==> config.mk <==
export PLATFORM = sky130hd
export DESIGN_NAME = qu_issue_sched
export DESIGN_NICKNAME = d
export VERILOG_FILES = /design/src/rtl/qu_issue_sched.sv
export SDC_FILE = /design/constraint.sdc
export NUM_CORES = 1
export LEC_CHECK = 0
export ABC_CLOCK_PERIOD_IN_PS = 11150
export CORE_ASPECT_RATIO = 1.1
export CORE_MARGIN = 5
export CORE_UTILIZATION = 57
export CTS_CLUSTER_DIAMETER = 80
export DETAILED_ROUTE_END_ITERATION = 8
export PLACE_DENSITY = 0.82
export SLEW_MARGIN = 20
export SYNTH_ARGS = -nofsm -noshare
export SYNTH_HDL_FRONTEND = slang
export SYNTH_HIERARCHICAL = 1
export SYNTH_SLANG_ARGS = --single-unit
==> constraint.sdc <==
create_clock -name clk -period 11.15 [get_ports clk]
set_clock_uncertainty 0.1 [all_clocks]
set_input_delay 2.23 -clock clk [delete_from_list [all_inputs] [get_ports clk]]
set_output_delay 2.23 -clock clk [all_outputs]
set_load 0.01 [all_outputs]
==> src/rtl/qu_issue_sched.sv <==
// qu_issue_sched -- oldest-first issue scheduler for the Qu reservation station.
//
// Tracks allocation order of reservation-station entries in an age matrix,
// picks the oldest entries whose operands are ready, and presents their
// addresses on registered valid/ready issue ports. Accepted entries are
// strobed back to the reservation station for deallocation.
//
// Build option: define QU_ISSUE_SCHED_DUAL_EN for two issue ports. Without it,
// port 1 is compiled out (outputs tied low, issue1_ready ignored) and only the
// oldest eligible entry is selected each cycle.
//
// Ports:
//   clk, rst              clock, asynchronous active-high reset
//   flush                 drop all pending and held entries at the next edge
//   stall                 block new selections; held ports keep their contents
//   alloc_en, alloc_addr  rename writes entry alloc_addr this cycle
//   rs_ready              per-entry "all operands ready"
//   issue0_valid/addr/ready  port 0 handshake (older entry)
//   issue1_valid/addr/ready  port 1 handshake
//   free0_en/addr, free1_en/addr  combinational deallocate strobes
//   pending_cnt           number of allocated entries not yet loaded into a port

module qu_issue_sched_chk #(
  parameter int RS_DEPTH      = 16,
  parameter int RS_ADDR_WIDTH = $clog2(RS_DEPTH)
) (
  input  logic                     clk_i,
  input  logic                     rst_i,
  input  logic                     alloc_en_i,
  input  logic [RS_ADDR_WIDTH-1:0] alloc_addr_i,
  input  logic [RS_DEPTH-1:0]      pending_i,
  input  logic [RS_DEPTH-1:0]      held_i
);

  // An allocation must target an entry that is neither pending nor in a port.
  a_alloc_free: assert property (@(posedge clk_i) disable iff (rst_i)
      alloc_en_i |-> !(pending_i[alloc_addr_i] || held_i[alloc_addr_i]))
    else $error("qu_issue_sched: alloc_en to busy entry %0d", alloc_addr_i);

endmodule

module qu_issue_sched #(
  parameter int RS_DEPTH      = 16,
  parameter int RS_ADDR_WIDTH = $clog2(RS_DEPTH)
) (
  input  logic                     clk,
  input  logic                     rst,
  input  logic                     flush,
  input  logic                     stall,
  input  logic                     alloc_en,
  input  logic [RS_ADDR_WIDTH-1:0] alloc_addr,
  input  logic [RS_DEPTH-1:0]      rs_ready,
  output logic                     issue0_valid,
  output logic [RS_ADDR_WIDTH-1:0] issue0_addr,
  input  logic                     issue0_ready,
  output logic                     issue1_valid,
  output logic [RS_ADDR_WIDTH-1:0] issue1_addr,
  input  logic                     issue1_ready,
  output logic                     free0_en,
  output logic [RS_ADDR_WIDTH-1:0] free0_addr,
  output logic                     free1_en,
  output logic [RS_ADDR_WIDTH-1:0] free1_addr,
  output logic [RS_ADDR_WIDTH:0]   pending_cnt
);

  // Row i of age holds bit j set when entry j is older than entry i.
  // An entry is the oldest candidate when no other candidate is older.
  function automatic logic [RS_DEPTH-1:0] oldest_oh(
    input logic [RS_DEPTH-1:0]               cand,
    input logic [RS_DEPTH-1:0][RS_DEPTH-1:0] age
  );
    logic [RS_DEPTH-1:0] oh;
    for (int i = 0; i < RS_DEPTH; i++) begin
      oh[i] = cand[i] & ~(|(age[i] & cand));
    end
    return oh;
  endfunction

  function automatic logic [RS_ADDR_WIDTH-1:0] oh_encode(input logic [RS_DEPTH-1:0] oh);
    logic [RS_ADDR_WIDTH-1:0] a;
    a = '0;
    for (int i = 0; i < RS_DEPTH; i++) begin
      a = a | ({RS_ADDR_WIDTH{oh[i]}} & RS_ADDR_WIDTH'(i));
    end
    return a;
  endfunction

  function automatic logic [RS_DEPTH-1:0] addr_oh(input logic [RS_ADDR_WIDTH-1:0] a);
    return {{(RS_DEPTH-1){1'b0}}, 1'b1} << a;
  endfunction

  function automatic logic [RS_ADDR_WIDTH:0] popcount(input logic [RS_DEPTH-1:0] v);
    logic [RS_ADDR_WIDTH:0] c;
    c = '0;
    for (int i = 0; i < RS_DEPTH; i++) begin
      c = c + {{RS_ADDR_WIDTH{1'b0}}, v[i]};
    end
    return c;
  endfunction

  logic [RS_DEPTH-1:0]               pending_q, pending_d;
  logic [RS_DEPTH-1:0][RS_DEPTH-1:0] older_q, older_d;
  logic                              p0_valid_q, p0_valid_d;
  logic [RS_ADDR_WIDTH-1:0]          p0_addr_q, p0_addr_d;
  logic [RS_ADDR_WIDTH:0]            cnt_q, cnt_d;

  logic [RS_DEPTH-1:0]      held_s;
  logic [RS_DEPTH-1:0]      elig_s;
  logic [RS_DEPTH-1:0]      sel0_oh_s;
  logic [RS_ADDR_WIDTH-1:0] sel0_addr_s;
  logic [RS_DEPTH-1:0]      load_mask_s;
  logic                     p0_free_s;

  assign elig_s      = pending_q & rs_ready;
  assign sel0_oh_s   = oldest_oh(elig_s, older_q);
  assign sel0_addr_s = oh_encode(sel0_oh_s);
  assign p0_free_s   = ~p0_valid_q | issue0_ready;

`ifdef QU_ISSUE_SCHED_DUAL_EN
  logic                     p1_valid_q, p1_valid_d;
  logic [RS_ADDR_WIDTH-1:0] p1_addr_q, p1_addr_d;
  logic [RS_DEPTH-1:0]      sel1_oh_s;
  logic [RS_ADDR_WIDTH-1:0] sel1_addr_s;
  logic                     p1_free_s;

  assign sel1_oh_s   = oldest_oh(elig_s & ~sel0_oh_s, older_q);
  assign sel1_addr_s = oh_encode(sel1_oh_s);
  assign p1_free_s   = ~p1_valid_q | issue1_ready;
  assign held_s      = (addr_oh(p0_addr_q) & {RS_DEPTH{p0_valid_q}})
                     | (addr_oh(p1_addr_q) & {RS_DEPTH{p1_valid_q}});

  // Port load: both free takes the two oldest, a single free port takes the oldest.
  always_comb begin
    p0_valid_d  = p0_valid_q;
    p0_addr_d   = p0_addr_q;
    p1_valid_d  = p1_valid_q;
    p1_addr_d   = p1_addr_q;
    load_mask_s = '0;
    if (flush) begin
      p0_valid_d = 1'b0;
      p1_valid_d = 1'b0;
    end else if (stall) begin
      // Accepted entries still leave; nothing new is loaded.
      p0_valid_d = p0_valid_q & ~p0_free_s;
      p1_valid_d = p1_valid_q & ~p1_free_s;
    end else if (p0_free_s && p1_free_s) begin
      p0_valid_d  = |sel0_oh_s;
      p0_addr_d   = sel0_addr_s;
      p1_valid_d  = |sel1_oh_s;
      p1_addr_d   = sel1_addr_s;
      load_mask_s = sel0_oh_s | sel1_oh_s;
    end else if (p0_free_s) begin
      p0_valid_d  = |sel0_oh_s;
      p0_addr_d   = sel0_addr_s;
      load_mask_s = sel0_oh_s;
    end else if (p1_free_s) begin
      p1_valid_d  = |sel0_oh_s;
      p1_addr_d   = sel0_addr_s;
      load_mask_s = sel0_oh_s;
    end else begin
      load_mask_s = '0;
    end
  end

  // Port 1 register.
  always_ff @(posedge clk or posedge rst) begin
    if (rst) begin
      p1_valid_q <= 1'b0;
      p1_addr_q  <= '0;
    end else begin
      p1_valid_q <= p1_valid_d;
      p1_addr_q  <= p1_addr_d;
    end
  end

  assign issue1_valid = p1_valid_q;
  assign issue1_addr  = p1_addr_q;
  assign free1_en     = p1_valid_q & issue1_ready & ~flush;
  assign free1_addr   = p1_addr_q;
`else
  logic unused_issue1_ready_s;

  assign unused_issue1_ready_s = issue1_ready;
  assign held_s = addr_oh(p0_addr_q) & {RS_DEPTH{p0_valid_q}};

  // Port load: the single port takes the oldest eligible entry when free.
  always_comb begin
    p0_valid_d  = p0_valid_q;
    p0_addr_d   = p0_addr_q;
    load_mask_s = '0;
    if (flush) begin
      p0_valid_d = 1'b0;
    end else if (stall) begin
      p0_valid_d = p0_valid_q & ~p0_free_s;
    end else if (p0_free_s) begin
      p0_valid_d  = |sel0_oh_s;
      p0_addr_d   = sel0_addr_s;
      load_mask_s = sel0_oh_s;
    end else begin
      load_mask_s = '0;
    end
  end

  assign issue1_valid = 1'b0;
  assign issue1_addr  = '0;
  assign free1_en     = 1'b0;
  assign free1_addr   = '0;
`endif

  // Pending set and age matrix update; flush drops a simultaneous allocation.
  always_comb begin
    pending_d = pending_q & ~load_mask_s;
    older_d   = older_q;
    if (flush) begin
      pending_d = '0;
    end else if (alloc_en) begin
      pending_d[alloc_addr] = 1'b1;
      // Everything still live is older than the new entry; it is older than nobody.
      older_d[alloc_addr] = pending_q | held_s;
      for (int j = 0; j < RS_DEPTH; j++) begin
        older_d[j][alloc_addr] = 1'b0;
      end
    end else begin
      older_d = older_q;
    end
    cnt_d = popcount(pending_d);
  end

  // Core state registers.
  always_ff @(posedge clk or posedge rst) begin
    if (rst) begin
      pending_q  <= '0;
      older_q    <= '0;
      p0_valid_q <= 1'b0;
      p0_addr_q  <= '0;
      cnt_q      <= '0;
    end else begin
      pending_q  <= pending_d;
      older_q    <= older_d;
      p0_valid_q <= p0_valid_d;
      p0_addr_q  <= p0_addr_d;
      cnt_q      <= cnt_d;
    end
  end

  assign issue0_valid = p0_valid_q;
  assign issue0_addr  = p0_addr_q;
  assign free0_en     = p0_valid_q & issue0_ready & ~flush;
  assign free0_addr   = p0_addr_q;
  assign pending_cnt  = cnt_q;

  qu_issue_sched_chk #(
    .RS_DEPTH      (RS_DEPTH),
    .RS_ADDR_WIDTH (RS_ADDR_WIDTH)
  ) u_chk (
    .clk_i        (clk),
    .rst_i        (rst),
    .alloc_en_i   (alloc_en),
    .alloc_addr_i (alloc_addr),
    .pending_i    (pending_q),
    .held_i       (held_s)
  );

endmodule

Run 1, PDN straps and rails:
Bar = 50 um. Pins as bars on the die edge. Tap cells in grey.
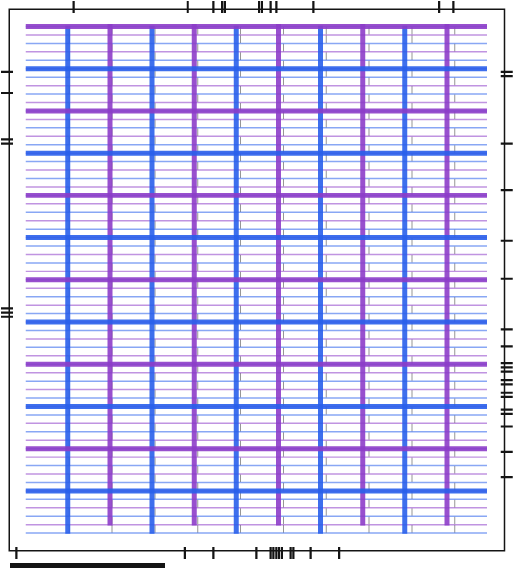
[VSS] blue
[VDD] purple
rows: 60
met1 rails: 61
met4 straps: 10
met5 straps: 12
signal pins: 52

Run 1, placed cells, one colour a class:
Bar = 50 um.
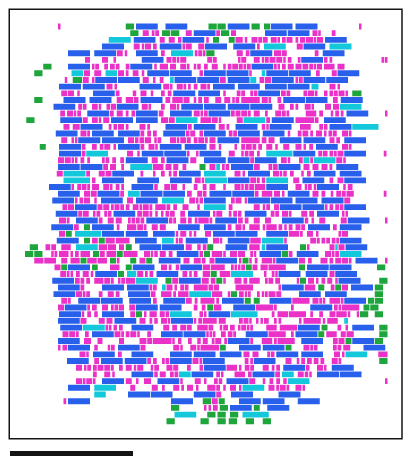
[combinational and other logic] magenta | cells: 996 | share of their area: 41%
[other buffers and delay cells] green | cells: 89 | share of their area: 5.2%
[flops] blue | cells: 282 | share of their area: 47%
[clock drivers and dummy loads] cyan | cells: 53 | share of their area: 7.1%
row count: 60
Finished Core Util: 0.634

Run 1, clock distribution:
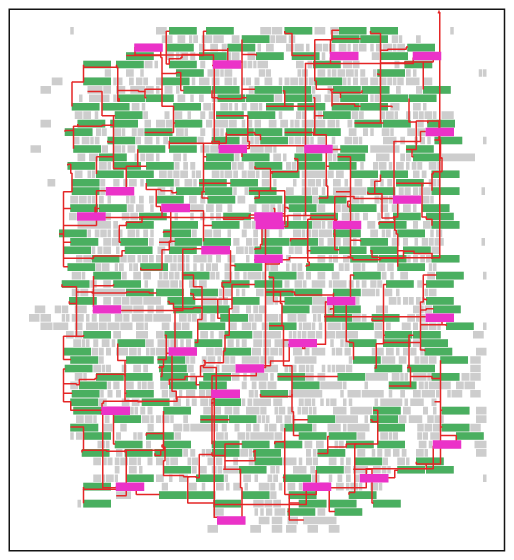
[flip-flops] green | count: 282
[clock drivers] magenta | count: 29
[clock wires] red | length: 3360 um
routed clock nets: 30
clock power share: 0.385
P_clk: 1.09 mW
Late-Pin Clk Latency: 0.56 ns

Run 1, routed metal, one colour a layer:
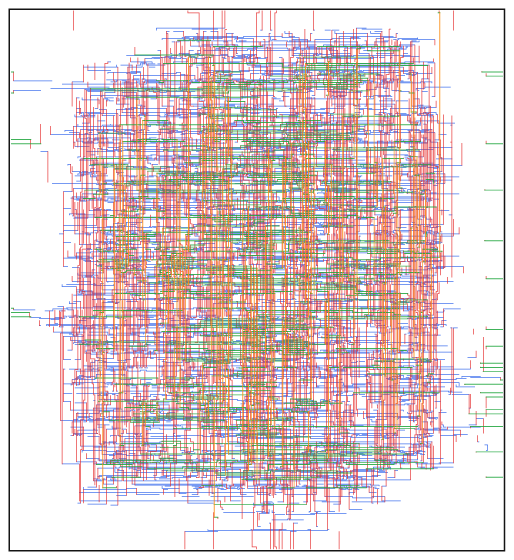
[metal 1] blue | wire length: 16300 um
[metal 4] orange | wire length: 4290 um
[metal 2] red | wire length: 20.2 mm
[metal 3] green | wire length: 6680 um

==> results.tsv, run 1 <==
metric	value	unit
status	finished, final reports clean	
final_common_cell	dfrtp_1	
wl_met2	20200	um
num_io_pins	52	
hold_class	reg2reg	
chip_area	27700	sq um
max_freq	0.133	GHz
warnings	29	
slew_headroom	0.139	
critical_path_class	in2reg	
grt_pass1_wl	71200	um
min_to	older_q[17]$_DFFE_PP0P_	
crit_path_end_kind	flop	
drc	0	
vias	12300	
largest_reg_flops	256	
powerComb	392	uW
p_sw	763	uW
period_used_share	0.674	
cts_buffer_depth	3	
syn_area	13900	sq um
r2r_end	pending_cnt[4]$_DFF_PP0_	
## run 1: layout make-up
cell class	count	area [sq um]
multi-input combinational	967	5970
fill	1916	8870
sequential	282	7060
clock buffer	37	826
inverter	29	116
clock inverter	16	245
timing repair buffer	89	776
tap	310	388
## run 1: logic make-up after synthesis
family / Yosys count / synth area share
simple gates: 659 / 0.240
buf+inv: 191 / 0.0806
other cells: 1 / 0.000269
fa+ha+maj: 15 / 0.0189
compound gates: 281 / 0.153
flops: 282 / 0.507
xor+xnor: 2 / 0.00126
## run 1: through the flow
step                hold WS, ns   util  setup WS [ns]  std cells
finish                    0.394  0.634           3.63       1730
global route              0.407  0.634           3.61       1730
CTS                       0.398  0.633           3.84       1730
detailed placement        0.381  0.589           3.27       1677
global placement          0.374  0.588           3.39       1677
floorplan                 0.356      -           1.04       1440
Run 1, routing congestion:
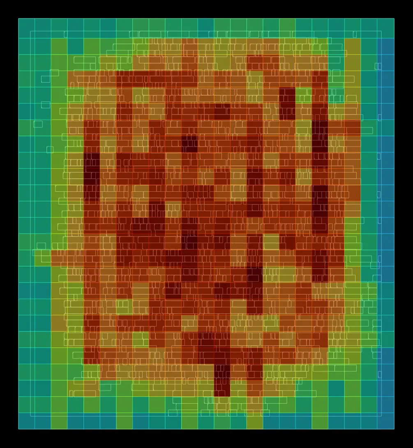

## Run 2: what changed since run 1
Settings changed: ABC_CLOCK_PERIOD_IN_PS 11150 to 6900, CORE_UTILIZATION 57 to 55, PLACE_DENSITY 0.82 to 0.83.
Clock period 11.15 ns to 6.9 ns, I/O delays scaled along.
Run 2, routing congestion:
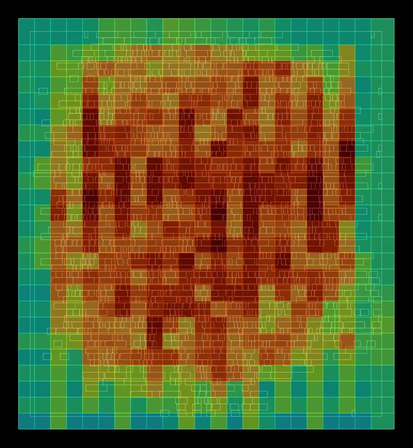
met2 Use GR: 0.493
wire length per cell: 27.3 um
met1 Use GR: 0.429
Finished Core Util: 0.615

==> run 2 against run 1 <==
  * Critical path depth decreased by 2
  * Synthesized area is the same
  * Utilization fell by 1.9 points
  * Final cell count increased by 1.2%
  * Via count is 0.78% lower
  * First-iteration DRC count decreased by 0.89%
  * Largest power group unchanged
  * Sequential power up 63%
  * Setup slack got worse by 2.8 ns
  * Register-to-register slack worse by 4.2 ns
  * Non-clock buffer count grew 21
  * Global-route usage grew 0.16 points
  * Routed wire length increased by 0.48%
==> results.tsv, run 2 <==
metric	value	unit	change
drtIter0Drc	1998		
critical_path_class	in2reg		
largest_reg_flops	256		unchanged
ys_sh_xor	0.00126		unchanged
cts_root_buf	clkbuf_16		
clock_latency	0.57	ns	about the same
period_used_share	0.878		
warnings	29		unchanged
syn_area	13900	sq um	unchanged
synthAoiAreaFrac	0.153		unchanged
num_io_pins	52		unchanged
final_common_cell	dfrtp_1		
drc	0		unchanged
fin_cells	1751		+1.2%
fillers	2015		+5.2%
gp_congestion	0.946		
rows	61		+1.7%
min_to	older_q[17]$_DFFE_PP0P_		
place_ws	0.381	ns	-2.89 ns
r2r_end	pending_cnt[4]$_DFF_PP0_		
whs	0.402	ns	+0.00745 ns
cap_violations	0		
max_freq	0.165	GHz	
logic_family	simple AND/OR/NAND/NOR gates		
ys_sh_simple	0.240		unchanged
worst_slack	0.845	ns	-2.79 ns
slew_headroom	0.186		+0.0466
mi_logic_area	5960	sq um	-0.19%
crit_path_end_kind	flop		
synth-area-yosys	13900	sq um	
hold_class	reg2reg		
grt_pass1_wl	72700	um	+2.2%
dp_cells	1702		+1.5%
critPathMaxFanout	11		
adder_share	0.0189		unchanged
flop_area	7060	sq um	unchanged
status	finished, final reports clean		
synth.largest_area_cell	dfrtp_1		
chip_area	28600	sq um	+3.4%
fin_crit	6.05	ns	
Run 2, routed metal, one colour a layer:
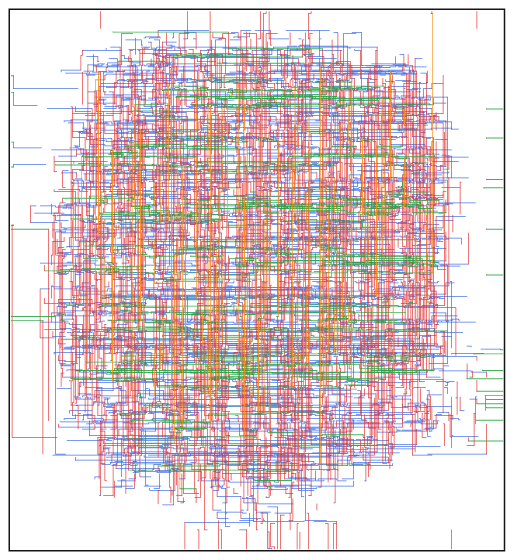
[metal 1] blue | wire length: 16600 um
[metal 3] green | wire length: 6460 um
[metal 4] orange | wire length: 4140 um
[metal 2] red | wire length: 20.5 mm
Vias: 12.2k
Total Routing Usage GR: 0.334

## run 2: power breakdown
part           switching (mW)  internal [mW]  total (mW)
sequential              0.205           1.98        2.18
combinational           0.348          0.287       0.635
clock                   0.653          0.863        1.52
total                    1.21           3.13        4.33
## run 2: cell type report
type	count	area share
Clock buffer	44	0.0565
Clock inverter	4	0.00202
Multi-Input combinational cell	967	0.386
Inverter	29	0.00729
Sequential cell	282	0.457
Tap cell	315	0.0255
Timing Repair Buffer	110	0.0661
## run 2: per-layer routing
metal  part of all wire  vias to the layer above  wire (um)  global-route usage
li1                   -                     5127          -                   -
met1               0.35                     5787      16600               0.429
met2               0.43                     1013      20500               0.493
met3               0.14                      274       6460              0.0936
met4              0.087                        0       4140               0.227
met5                  0                        -          0                   0
Power and IR drop assume default switching activity.
